==> images/final_congestion.png <==
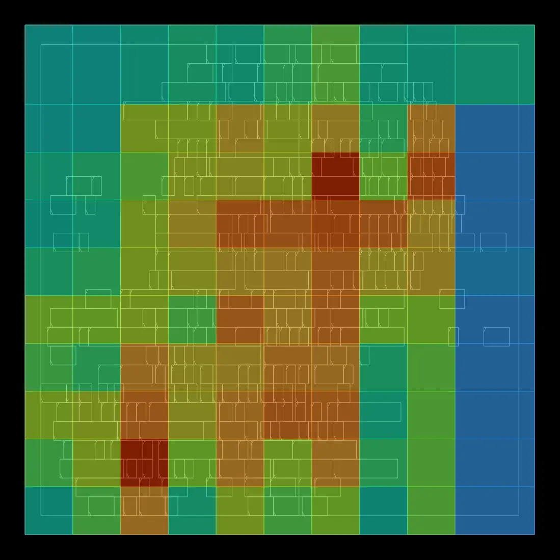
==> images/registers.png <==
Other sequential cells in the stronger grey, the rest of the logic in the fainter grey.
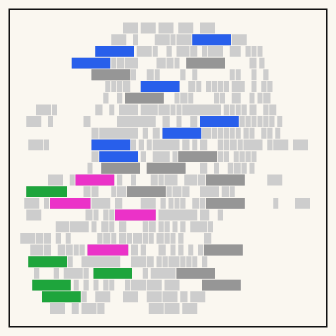
Design elm_deser_ctrl_flat, sky130hd; sources not shown.
==> job_summary.md <==
### Metrics collected by this job

| Metric | Value |
|---|---|
| CP max FO | 5 |
| Vias | 1729 |
| Largest net degree at the start of global routing | 30 |
| Clk_lat worst skew | approximately 0.27 ns |
| Most common logic cells in the final layout | 69 x nand2_1, 44 x inv_1, 36 x clkdlybuf4s50_1, 31 x nor2_1, 25 x dfrtp_1 |
| Most frequent logic cell in the layout | nand2_1 |
| Postcts setup bufs | 0 |
| Yosys synthesis chip area | between 1500 and 2000 um^2 |
| Slew @ Worst Pin | roughly 0.6 ns |
| Status | complete, no violations |
| Highest routed layer | met4 |
| Element type at the critical path start | register |
| Post-route ant nets | 0 |
| Fraction of layout cells with a size suffix above 1 | under 10% |
| Setup WS post-layout | roughly 0.83 ns |
| Biggest area cells | dfrtp_1 32%, nand2_1 13%, inv_1 8.1%, buf_4 6.2%, nor2_1 6.0% |
| DR vias/cell | slightly below 5 |
| Placed insts | between 300 and 400 |
| Area growth from synthesis to layout | 22.8% |
| Syn_area_per_cell | 7.12 um^2 |
| Achievable Freq | 0.297 GHz |
| WS Path Type | reg2out |
| Skew final | between 0.007 and 0.008 ns |
| TNS Setup | 0 ns |
| Die X | roughly 74 um |
| Synth unique cells | 29 |
| Fin nets | 333 |
| RSZ-0062 raised after global routing | false |
| Io pins | ~69 |
| Main flop type | dfrtp_1 |
| Final Hold Vio Count | 0 |
| Placement Setup Slack | ~0.86 ns |
| Critical path endpoint category | primary output |
| Synthesized net count | between 300 and 400 |
| Max_slew headroom | 59.5% |
| Most area-hungry cell type in the Yosys netlist | dfrtp_1 |
| Post-synthesis cell area | slightly below 2000 um^2 |
| 1st-pass router iterations | 4 |
| Worst min path class | reg2reg |
| Internal | 0.871 mW |
| Cell area power density | 639 nW/um^2 |
| DRC viols | 0 |
| Tool Warnings | 27 |
| Number of antenna diodes | 0 |
| Synth Register Bits | 29 |
| GR Overflow Total | 0 |
| Top cell type's share of synthesized area | about a third |
| HPWL after detailed placement | 3290 um |
| Max Cap Viol | 0 |
| Core Box Area | between 4000 and 5000 um^2 |
| Combinational share of power | 47.3% |
| Crit path DRT | around 3.2 ns |
| # setup viols final | 0 |
| Logic area | approximately 900 um^2 |
| Total power | 1.52 mW |
| Synthesis Warnings | 0 |
| Clock buffer depth | 2 |
| FP Rows | 25 |
| Post-Synthesis Cells | approximately 270 |
| Worst R2R Setup Slack | 2.05 ns |
| DR WL met2 | ~2200 um |
| CTS tree | yes |
| Sw Ratio | a little over two fifths |
| Post-Route M1 WL | 1860 um |
| Die Y | around 74 um |
| Num CTS Buffers | 5 |
| Hold Crit Depth | 2 |
| R2R depth | 10 |
| Wire length of the first global-routing pass | ~7100 um |
| Final Max Slew Viols | 0 |
| Hold Buf Count CTS | 0 |
| Clock power share | between 20% and 30% |
| Final worst path period need | roughly 3.4 ns |
| P_sw | 0.647 mW |
| Post-synth EDFFs | 0 |
| Clock root buffer | clkbuf_16 |
| CTS H-Tree Depth | 2 |
| Clock-pin slew on the worst setup and hold paths | 0.05 ns |
| Port-buffer cells | 36 |
| Most common cell in the netlist | nand2_1 |
| Seq pwr share | 31.2% |
| Die Size | ~5400 um^2 |
| Clock Sinks | 29 |
About final_congestion.png:
total track usage: 17.0%
Wirelength per Cell: 12.2 um
GR Util met3: 3.57%
grt met1 use: 21.0%
post-layout util: 50.7%

About registers.png:
colour	signal	flops
magenta	u_core.u_watchdog.cnt_q	4
green	u_core.bus.des_count	5
blue	u_core.len_q	8
not coloured	12
flop share of the area: 30.7%
register area: 731 um^2
total sequential power: 0.473 mW

[power groups by stage]
| stage | combinational (mW) | clock [mW] | sequential [mW] |
|---|---|---|---|
| 2_1_floorplan | 0.485 | 0 | 0.493 |
| 3_3_place_gp | 0.695 | 0 | 0.470 |
| 3_5_place_dp | 0.715 | 0 | 0.473 |
| 4_1_cts | 0.724 | 0.330 | 0.470 |
| 5_1_grt | 0.816 | 0.344 | 0.488 |
| 6_report | 0.718 | 0.327 | 0.473 |
[critical path, cell delays in order, from the launching register on]
cell and delay [ns]:
dfrtp_1 0.39, inv_1 0.14, ha_1 0.26, nand2_1 0.07, inv_1 0.04, nor2_1 0.08, nand2_1 0.05, nor2_1 0.09
nand3_1 0.07, nor2_1 0.12, nand2_1 0.09, inv_1 0.06, clkdlybuf4s50_1 0.59
[layout make-up]
| type | count | share of cell area, % |
|---|---|---|
| flip-flops and latches | 29 | 30.7 |
| clock buffers | 5 | 5.26 |
| repair buffers | 37 | 15.5 |
| well taps | 54 | 2.84 |
| multi-input cells | 178 | 37.8 |
| inverters | 47 | 7.42 |
| clock inverters | 3 | 0.474 |
[through the flow]
stage	hold slack (ns)	utilization, %	cell area [um^2]
finish	0.501	50.7	2380
global route	0.527	50.7	2380
CTS	0.506	50.7	2380
detailed placement	0.505	47.8	2240
global placement	0.489	47.8	2240
floorplan	0.472	-	1940
[cell families after synthesis]
group / after synthesis / share of synthesized area (%)
buf+inv: 65 / 15.8
fa+ha+maj: 5 / 3.23
simple gates: 138 / 32.2
mux: 1 / 0.582
flops: 29 / 37.8
compound gates: 27 / 7.24
xor+xnor: 7 / 3.17
Power is estimated from default activity; no workload was simulated.
